**config.mk**
```make
export PLATFORM = sky130hd
export DESIGN_NAME = traffic_timed_ctrl_flat
export DESIGN_NICKNAME = d
export VERILOG_FILES = /design/src/rtl/traffic_timed_ctrl_if.sv /design/src/rtl/traffic_timed_ctrl.sv /design/src/flat_wrapper.sv
export SDC_FILE = /design/constraint.sdc
export NUM_CORES = 1
export LEC_CHECK = 0
export ABC_AREA = 1
export CAP_MARGIN = 20
export CORE_MARGIN = 8
export CORE_UTILIZATION = 35
export DETAILED_ROUTE_END_ITERATION = 16
export PLACE_DENSITY = 0.65
export REMOVE_ABC_BUFFERS = 1
export SETUP_SLACK_MARGIN = 0.5
export SKIP_CTS_REPAIR_TIMING = 1
export SYNTH_ARGS = -nofsm -noshare
export SYNTH_HDL_FRONTEND = slang
export SYNTH_SLANG_ARGS = --single-unit
```
**constraint.sdc**
```tcl
create_clock -name clk -period 2.3 [get_ports clk]
set_input_delay 0.46 -clock clk [delete_from_list [all_inputs] [get_ports clk]]
set_output_delay 0.46 -clock clk [all_outputs]
set_load 0.02 [all_outputs]
```
**src/rtl/traffic_timed_ctrl_if.sv**
```systemverilog
`default_nettype none
// ============================================================================
//  Module      : traffic_timed_ctrl_if
//  Description : Sensor/button inputs and lamp outputs of the timed
//                intersection controller.
//  Revision    : 1.0
// ============================================================================
interface traffic_timed_ctrl_if;
    logic       x;
    logic       ped_req;
    logic [2:0] Hryg;
    logic [2:0] Cryg;
    logic       walk;
    logic [2:0] state_o;

    modport master (
        output x,
        output ped_req,
        input  Hryg,
        input  Cryg,
        input  walk,
        input  state_o
    );

    modport slave (
        input  x,
        input  ped_req,
        output Hryg,
        output Cryg,
        output walk,
        output state_o
    );
endinterface
`default_nettype wire

```
**src/rtl/traffic_timed_ctrl.sv**
```systemverilog
`default_nettype none
// ============================================================================
//  Module      : traffic_timed_ctrl
//  Description : Timed highway/side-road controller with all-red clearance,
//                capped side green and a latched pedestrian walk phase.
//  Revision    : 1.0
// ============================================================================
module traffic_timed_ctrl #(
    parameter int CNT_W          = 8,
    parameter int MIN_HWY_GREEN  = 8,
    parameter int YELLOW_T       = 3,
    parameter int ALL_RED_T      = 1,
    parameter int MAX_SIDE_GREEN = 10,
    parameter int WALK_T         = 4
) (
    input  wire logic            clk,
    input  wire logic            rst,
    traffic_timed_ctrl_if.slave  bus
);

    localparam logic [2:0] c_HG  = 3'd0;
    localparam logic [2:0] c_HY  = 3'd1;
    localparam logic [2:0] c_AR1 = 3'd2;
    localparam logic [2:0] c_CG  = 3'd3;
    localparam logic [2:0] c_CY  = 3'd4;
    localparam logic [2:0] c_AR2 = 3'd5;

    // Terminal counts: a phase of duration D exits when the timer reads D-1.
    localparam logic [CNT_W-1:0] c_HG_LAST   = CNT_W'(MIN_HWY_GREEN - 1);
    localparam logic [CNT_W-1:0] c_Y_LAST    = CNT_W'(YELLOW_T - 1);
    localparam logic [CNT_W-1:0] c_AR_LAST   = CNT_W'(ALL_RED_T - 1);
    localparam logic [CNT_W-1:0] c_CG_LAST   = CNT_W'(MAX_SIDE_GREEN - 1);
    localparam logic [CNT_W-1:0] c_WALK_LAST = CNT_W'(WALK_T - 1);
    localparam logic [CNT_W-1:0] c_ONE       = CNT_W'(1);

    logic [2:0]       r_state;
    logic [2:0]       w_next;
    logic [CNT_W-1:0] r_cnt;
    logic             r_ped_pend;
    logic             r_walk;

    always_ff @(posedge clk) begin
        if (rst) begin
            r_state    <= c_HG;
            r_cnt      <= '0;
            r_ped_pend <= 1'b0;
            r_walk     <= 1'b0;
        end else begin
            r_state <= w_next;

            if (w_next != r_state) begin
                r_cnt <= '0;
            end else if (!(&r_cnt)) begin
                r_cnt <= r_cnt + c_ONE;
            end

            // A request arriving on the grant edge is served now, not re-latched.
            if (r_state == c_AR1 && w_next == c_CG) begin
                r_walk     <= r_ped_pend | bus.ped_req;
                r_ped_pend <= 1'b0;
            end else begin
                if (bus.ped_req) begin
                    r_ped_pend <= 1'b1;
                end
                if (w_next != c_CG) begin
                    r_walk <= 1'b0;
                end
            end
        end
    end

    always_comb begin
        w_next = r_state;
        case (r_state)
            c_HG: begin
                if (r_cnt >= c_HG_LAST && (bus.x || r_ped_pend)) begin
                    w_next = c_HY;
                end
            end
            c_HY: begin
                if (r_cnt == c_Y_LAST) begin
                    w_next = c_AR1;
                end
            end
            c_AR1: begin
                if (r_cnt == c_AR_LAST) begin
                    w_next = c_CG;
                end
            end
            c_CG: begin
                // Side green ends at the cap, or once the road is empty and
                // any granted walk has had its minimum time.
                if (r_cnt == c_CG_LAST ||
                    (!bus.x && (!r_walk || r_cnt >= c_WALK_LAST))) begin
                    w_next = c_CY;
                end
            end
            c_CY: begin
                if (r_cnt == c_Y_LAST) begin
                    w_next = c_AR2;
                end
            end
            c_AR2: begin
                if (r_cnt == c_AR_LAST) begin
                    w_next = c_HG;
                end
            end
            default: w_next = c_HG;
        endcase
    end

    always_comb begin
        bus.Hryg    = 3'b100;
        bus.Cryg    = 3'b100;
        bus.walk    = 1'b0;
        bus.state_o = r_state;
        case (r_state)
            c_HG:  bus.Hryg = 3'b001;
            c_HY:  bus.Hryg = 3'b010;
            c_CG: begin
                bus.Cryg = 3'b001;
                bus.walk = r_walk;
            end
            c_CY:  bus.Cryg = 3'b010;
            default: begin
                bus.Hryg = 3'b100;
                bus.Cryg = 3'b100;
            end
        endcase
    end

endmodule
`default_nettype wire

```
**src/flat_wrapper.sv**
```systemverilog
// flat-port wrapper written by rule: the top's interface ports become plain ports
module traffic_timed_ctrl_flat 
#(
    parameter int CNT_W          = 8,
    parameter int MIN_HWY_GREEN  = 8,
    parameter int YELLOW_T       = 3,
    parameter int ALL_RED_T      = 1,
    parameter int MAX_SIDE_GREEN = 10,
    parameter int WALK_T         = 4
)
  (clk, rst, bus_x, bus_ped_req, bus_Hryg, bus_Cryg, bus_walk, bus_state_o);
  traffic_timed_ctrl_if bus_i ();
  input  wire logic clk;
  input  wire logic rst;
  input wire logic [$bits(bus_i.x)-1:0] bus_x;
  input wire logic [$bits(bus_i.ped_req)-1:0] bus_ped_req;
  output wire logic [$bits(bus_i.Hryg)-1:0] bus_Hryg;
  output wire logic [$bits(bus_i.Cryg)-1:0] bus_Cryg;
  output wire logic [$bits(bus_i.walk)-1:0] bus_walk;
  output wire logic [$bits(bus_i.state_o)-1:0] bus_state_o;
  assign bus_i.x = bus_x;
  assign bus_i.ped_req = bus_ped_req;
  assign bus_Hryg = bus_i.Hryg;
  assign bus_Cryg = bus_i.Cryg;
  assign bus_walk = bus_i.walk;
  assign bus_state_o = bus_i.state_o;
  traffic_timed_ctrl #(.CNT_W(CNT_W), .MIN_HWY_GREEN(MIN_HWY_GREEN), .YELLOW_T(YELLOW_T), .ALL_RED_T(ALL_RED_T), .MAX_SIDE_GREEN(MAX_SIDE_GREEN), .WALK_T(WALK_T)) u_core (.clk(clk), .rst(rst), .bus(bus_i));
endmodule
```
Figure 1. Signal wires on met1 (run 1).
Cells faint in the background.
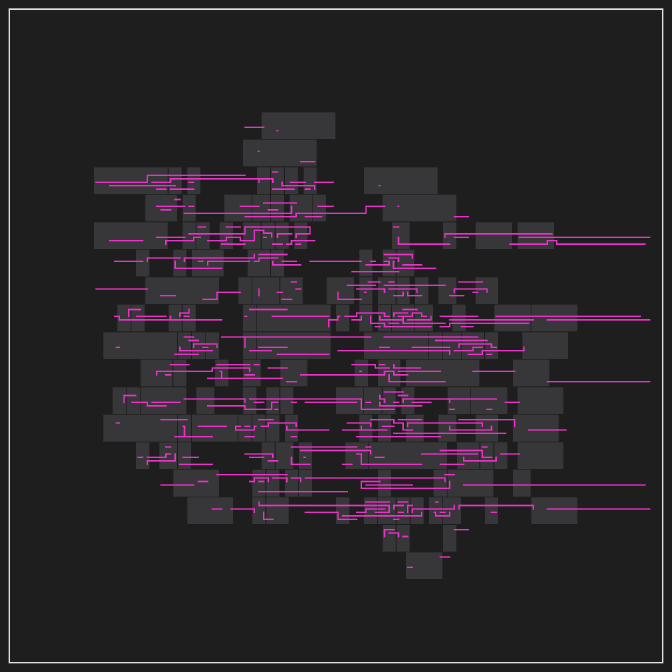
share of all routed wire: 47%
longest straight run: 17.9 µm
nets with wire on the layer: 147
main direction: horizontal
total number of vias: 830
detailed-route wire length: 1.94 mm

Figure 2. Signal wires on met2 (run 1).
Bar = 20 µm.
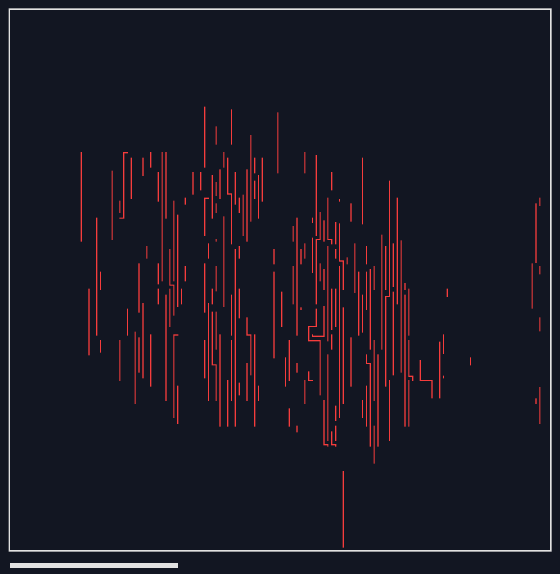
nets with wire on the layer: 119
share of all routed wire: 46%
global-route met2 utilization: 0.158

Figure 3. Signal wires on met3 (run 1).
Bar = 20 µm.
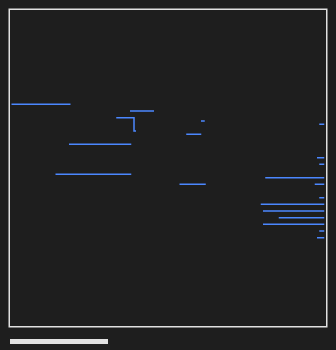
share of all routed wire: 6.3%
wire length on this layer: 123 µm
nets with wire on the layer: 18
main direction: horizontal
longest straight run: 15.2 µm

==> flow_results.xml, run 1 <==
<?xml version="1.0" encoding="UTF-8"?>
<metrics>
  <group name="status">
    <metric name="run_status" unit="">complete, no violations</metric>
  </group>
  <group name="power_and_ir_drop">
    <metric name="power_switching_share" unit="">0.267</metric>
  </group>
  <group name="yosys">
    <metric name="synth.largest_area_cell" unit="">sky130_fd_sc_hd__dfxtp_1</metric>
    <metric name="ys.warnings.count" unit="">0</metric>
    <metric name="synth.top_cells.by_count" unit="">sky130_fd_sc_hd__nor2_1 (30), sky130_fd_sc_hd__nand2_1 (28), sky130_fd_sc_hd__inv_1 (19), sky130_fd_sc_hd__dfxtp_1 (13), sky130_fd_sc_hd__nand3_1 (7)</metric>
    <metric name="synth.most_common_cell" unit="">sky130_fd_sc_hd__nor2_1</metric>
    <metric name="synth.mux.area_fraction" unit="">0</metric>
    <metric name="enable_flop_cells" unit="">0</metric>
    <metric name="syn_area_per_cell" unit="µm²">6.28</metric>
  </group>
  <group name="finish">
    <metric name="fin_area" unit="µm²">1040</metric>
    <metric name="layout.cells.most_common" unit="">sky130_fd_sc_hd__nor2_1</metric>
    <metric name="fillCellCount" unit="">249</metric>
    <metric name="register_area" unit="µm²">262</metric>
    <metric name="layout.nonclk_buf_frac" unit="">0.138</metric>
  </group>
  <group name="sta">
    <metric name="layout_setup_ws" unit="ps">533</metric>
    <metric name="drv_slew" unit="">0</metric>
  </group>
  <group name="setup_path">
    <metric name="crit_path_drt" unit="ps">1840</metric>
    <metric name="timing.critical_path.from" unit="">u_core.bus.state_o[1]</metric>
    <metric name="critical_path_cell_count" unit="">5</metric>
  </group>
  <group name="grt">
    <metric name="pin_count_of_the_biggest_net_entering_global_routing" unit="">9</metric>
  </group>
  <group name="hold_path">
    <metric name="min_from" unit="">u_core.r_cnt[5]</metric>
  </group>
  <group name="routing">
    <metric name="route.detailed.wl_per_inst" unit="µm">11.0</metric>
  </group>
  <group name="clock_network">
    <metric name="cts_inserted_buffers" unit="">3</metric>
  </group>
  <group name="place">
    <metric name="placement.setup.worst_slack" unit="ps">431</metric>
  </group>
</metrics>
## run 1: state kept, by name (all words and copies together), names as in the netlist
name,flops
u_core.r_cnt,8
u_core.bus.state_o,3
u_core.r_ped_pend,1
u_core.r_walk,1
## run 1: power groups by stage
stage | registers (mW) | clock network, mW | logic [mW]
CTS | 0.242 | 0.146 | 0.0648
global placement | 0.247 | 0 | 0.0632
finish | 0.241 | 0.138 | 0.0656
global route | 0.242 | 0.151 | 0.0752
floorplan | 0.245 | 0 | 0.0461
detailed placement | 0.247 | 0 | 0.0643
## run 1: metal layers
layer / GRT usage / part of all wire
met1: 0.0990 / 0.47
met3: 0.0241 / 0.063
met4: 0.0354 / 0.0062
met5: 0 / 0
met2: 0.158 / 0.46
--- run 2 (diff from run 1) ---
Settings changed: PLACE_DENSITY 0.65 to 0.67.
Clock period 2.3 ns to 1.6 ns, I/O delays scaled along.
Figure 4. Signal wires on met2 (run 2).
Bar = 20 µm.
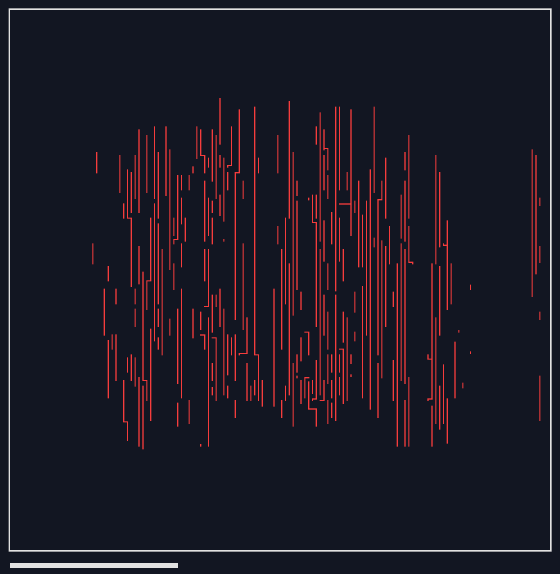
longest straight run: 29.6 µm
main direction: vertical
wire length on this layer: 1270 µm
share of all routed wire: 52%
nets with wire on the layer: 152

==> flow_results.xml, run 2 <==
<?xml version="1.0" encoding="UTF-8"?>
<metrics>
  <group name="yosys">
    <metric name="synth.most_common_cell" unit="">sky130_fd_sc_hd__nor2_1</metric>
    <metric name="synth.mux.area_fraction" unit="">0</metric>
    <metric name="ys.warnings.count" unit="">0</metric>
    <metric name="complex_gate_fraction_of_the_synthesized_area" unit="">0.0761</metric>
    <metric name="syn_area_per_cell" unit="µm²">6.28</metric>
    <metric name="synth.largest_area_cell" unit="">sky130_fd_sc_hd__dfxtp_1</metric>
    <metric name="synth.top_cells.by_count" unit="">sky130_fd_sc_hd__nor2_1 (30), sky130_fd_sc_hd__nand2_1 (28), sky130_fd_sc_hd__inv_1 (19), sky130_fd_sc_hd__dfxtp_1 (13), sky130_fd_sc_hd__nand3_1 (7)</metric>
    <metric name="enable_flop_cells" unit="">0</metric>
  </group>
  <group name="grt">
    <metric name="antenna_found_initial" unit="">0</metric>
    <metric name="pin_count_of_the_biggest_net_entering_global_routing" unit="">9</metric>
  </group>
  <group name="setup_path">
    <metric name="timing.critical_path.max_delay_family" unit="">simple AND/OR/NAND/NOR gates</metric>
    <metric name="crit_path_drt" unit="ps">1810</metric>
    <metric name="timing.critical_path.slowest_stage_cell" unit="">sky130_fd_sc_hd__dfxtp_4</metric>
    <metric name="critical_path.endpoint_type" unit="">flop</metric>
    <metric name="peak_fanout_along_the_critical_path" unit="">8</metric>
  </group>
  <group name="sta">
    <metric name="hold_ws" unit="ps">582</metric>
    <metric name="layout_setup_ws" unit="ps">3.41</metric>
    <metric name="final.setup_skew" unit="ps">8.88</metric>
    <metric name="final_hold_viol_count" unit="">0</metric>
    <metric name="drv_slew" unit="">0</metric>
  </group>
  <group name="finish">
    <metric name="layout.nonclk_buf_frac" unit="">0.211</metric>
    <metric name="regMostFlops" unit="">u_core.r_cnt</metric>
    <metric name="nets" unit="">175</metric>
    <metric name="fin_area" unit="µm²">1310</metric>
    <metric name="layout.sequential_cells" unit="">13</metric>
    <metric name="register_area" unit="µm²">273</metric>
    <metric name="nNonClkBuffers" unit="">31</metric>
    <metric name="fillCellCount" unit="">217</metric>
    <metric name="area_growth_syn_to_layout" unit="%">59.8</metric>
    <metric name="largest_register_ff_count" unit="">8</metric>
    <metric name="largestClassByArea" unit="">combinational gates</metric>
    <metric name="seq_area_frac" unit="">0.208</metric>
    <metric name="n_all_inverters" unit="">21</metric>
    <metric name="layout.cells.most_common" unit="">sky130_fd_sc_hd__nand2_1</metric>
  </group>
  <group name="floorplanning">
    <metric name="die-width" unit="µm">64.5</metric>
    <metric name="die.size.y" unit="µm">64.5</metric>
  </group>
  <group name="clock_network">
    <metric name="cts_inserted_buffers" unit="">3</metric>
  </group>
  <group name="power_and_ir_drop">
    <metric name="ir_worst_vdd" unit="V">0.000422</metric>
    <metric name="power_switching_share" unit="">0.287</metric>
    <metric name="power.largest_group" unit="">sequential cells</metric>
    <metric name="seq_cell_power" unit="mW">0.351</metric>
    <metric name="powerComb" unit="mW">0.141</metric>
    <metric name="powerClk" unit="mW">0.203</metric>
  </group>
  <group name="place">
    <metric name="post_dp_cell_area" unit="µm²">1080</metric>
    <metric name="placement.setup.worst_slack" unit="ps">-38.3</metric>
  </group>
  <group name="status">
    <metric name="run_status" unit="">complete, no violations</metric>
  </group>
  <group name="routing">
    <metric name="route.detailed.wl_per_inst" unit="µm">12.6</metric>
  </group>
</metrics>
Figure 5. Signal wires on met1 (run 2).
Cells faint in the background.
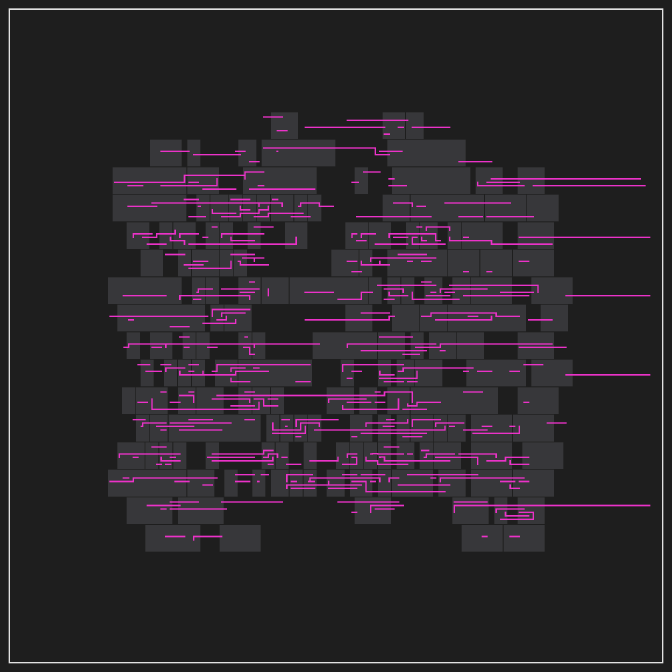
detailed-route wire length: 2.44 mm
total number of vias: 971
met1 Use GR: 0.107

==> run 2: metal layers <==
metal  GRT usage  vias to the layer above  share of wire
li1            -                      483              -
met1       0.107                      454           0.39
met2       0.189                       28           0.52
met3      0.0361                        6          0.064
met4      0.0572                        0          0.019
met5           0                        -              0
==> run 2: path summary, 6_finish.rpt <==
path	from	end	slack [ps]	cells past startpoint
max	u_core.r_cnt[0]	u_core.r_cnt[5]	3	10
min	u_core.r_ped_pend	u_core.r_ped_pend	580	2
max reg2reg	u_core.r_cnt[0]	u_core.r_cnt[5]	3	10
min reg2reg	u_core.r_ped_pend	u_core.r_ped_pend	580	2
==> run 2: worst min-delay path: stages, from the launching register on <==
cell,delay (ps)
sky130_fd_sc_hd__dfxtp_1,320
sky130_fd_sc_hd__nor2_1,150
sky130_fd_sc_hd__nor3_1,70
--- run 3 (diff from run 2) ---
Settings changed: SLEW_MARGIN from default to 40.
Figure 6. Wire density map (run 3).
Bar = 20 µm. The die is cut into 13 by 13 equal tiles; dark purple is low, yellow is high, scaled to the fullest tile. Values are wire area over tile area, all layers added.
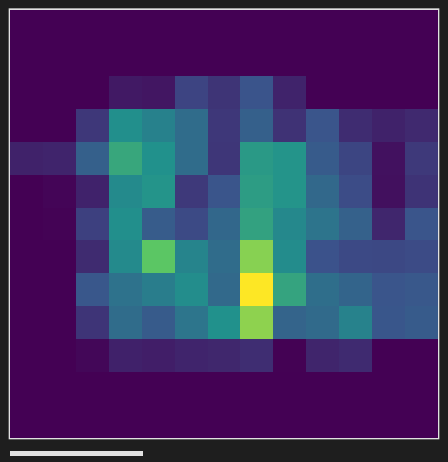
fullest tile: 0.56
tiles over half the peak: 7.7%
mean over tiles: 0.094

==> flow_results.xml, run 3 <==
<?xml version="1.0" encoding="UTF-8"?>
<metrics>
  <group name="status">
    <metric name="run_status" unit="">complete, no violations</metric>
  </group>
  <group name="routing">
    <metric name="total_number_of_vias" unit="">971</metric>
    <metric name="top_signal_layer_used" unit="">met4</metric>
    <metric name="dr_wl_met3" unit="µm">156</metric>
    <metric name="routed_wirelength" unit="mm">2.44</metric>
  </group>
  <group name="yosys">
    <metric name="syn_area_per_cell" unit="µm²">6.28</metric>
    <metric name="synth.mux.area_fraction" unit="">0</metric>
    <metric name="enable_flop_cells" unit="">0</metric>
    <metric name="ys.warnings.count" unit="">0</metric>
    <metric name="complex_gate_fraction_of_the_synthesized_area" unit="">0.0761</metric>
  </group>
  <group name="sta">
    <metric name="final.setup_skew" unit="ps">8.88</metric>
    <metric name="drv_slew" unit="">0</metric>
  </group>
  <group name="floorplanning">
    <metric name="die.size.y" unit="µm">64.5</metric>
    <metric name="die-width" unit="µm">64.5</metric>
  </group>
  <group name="power_and_ir_drop">
    <metric name="ir_worst_vdd" unit="V">0.000422</metric>
  </group>
  <group name="setup_path">
    <metric name="critical_path.endpoint" unit="">u_core.r_cnt[5]</metric>
    <metric name="timing.critical_path.slowest_stage_cell" unit="">sky130_fd_sc_hd__dfxtp_4</metric>
    <metric name="critical_path_cell_count" unit="">10</metric>
    <metric name="r2r_setup_slack" unit="ps">3</metric>
    <metric name="timing.critical_path.max_delay_family" unit="">simple AND/OR/NAND/NOR gates</metric>
    <metric name="worstReg2RegEnd" unit="">u_core.r_cnt[5]</metric>
    <metric name="peak_fanout_along_the_critical_path" unit="">8</metric>
    <metric name="worst_r2r_path_depth" unit="">10</metric>
  </group>
  <group name="grt">
    <metric name="grt_use_met1" unit="">0.107</metric>
    <metric name="gr-max-usage-layer" unit="">met2</metric>
    <metric name="gr-usage-met3" unit="">0.0361</metric>
    <metric name="groute.layer.met2.usage" unit="">0.189</metric>
  </group>
  <group name="hold_path">
    <metric name="whs_path_depth" unit="">2</metric>
  </group>
  <group name="finish">
    <metric name="largest_register_ff_count" unit="">8</metric>
    <metric name="nets" unit="">175</metric>
  </group>
  <group name="clock_network">
    <metric name="cts_inserted_buffers" unit="">3</metric>
  </group>
</metrics>
Figure 7. Signal wires on met2 (run 3).
Bar = 20 µm.
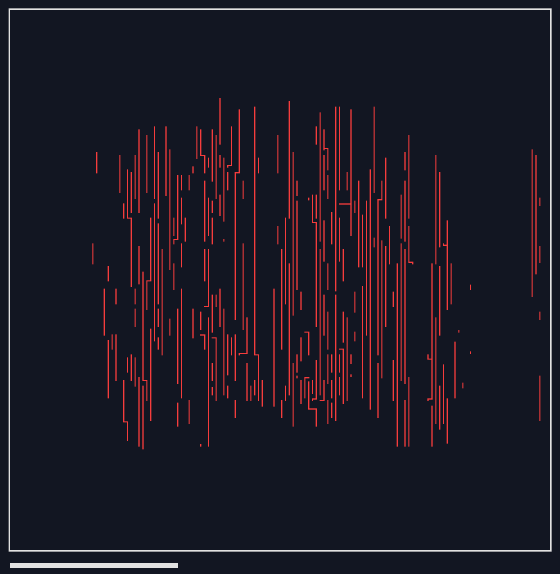
main direction: vertical
wire length on this layer: 1270 µm
longest straight run: 29.6 µm

[run 3: cell counts after synthesis]
Identical to the previous run, type by type.
[run 3: layout make-up]
class	instances	area, µm²	share of cell area
sequential	13	273	0.208
inverter	21	93.8	0.0714
tap	28	35.0	0.0267
timing repair buffer	31	278	0.211
multi-input combinational	97	608	0.463
clock buffer	4	26.3	0.0200
[run 3: metrics by stage]
stage	area (µm²)	worst slack [ps]	hold WS, ps
after floorplan	822	-135	389
after global placement	1080	-34.0	538
after detailed placement	1080	-38.3	563
after CTS	1100	-338	572
after global routing	1310	-138	627
final	1310	3.41	582
[run 3: report_power, final]
part	total, mW	internal, mW	switching [mW]
combinational	0.141	0.0646	0.0760
sequential	0.351	0.334	0.0170
clock	0.203	0.0966	0.106
total	0.695	0.496	0.199
Power and IR drop assume default switching activity.
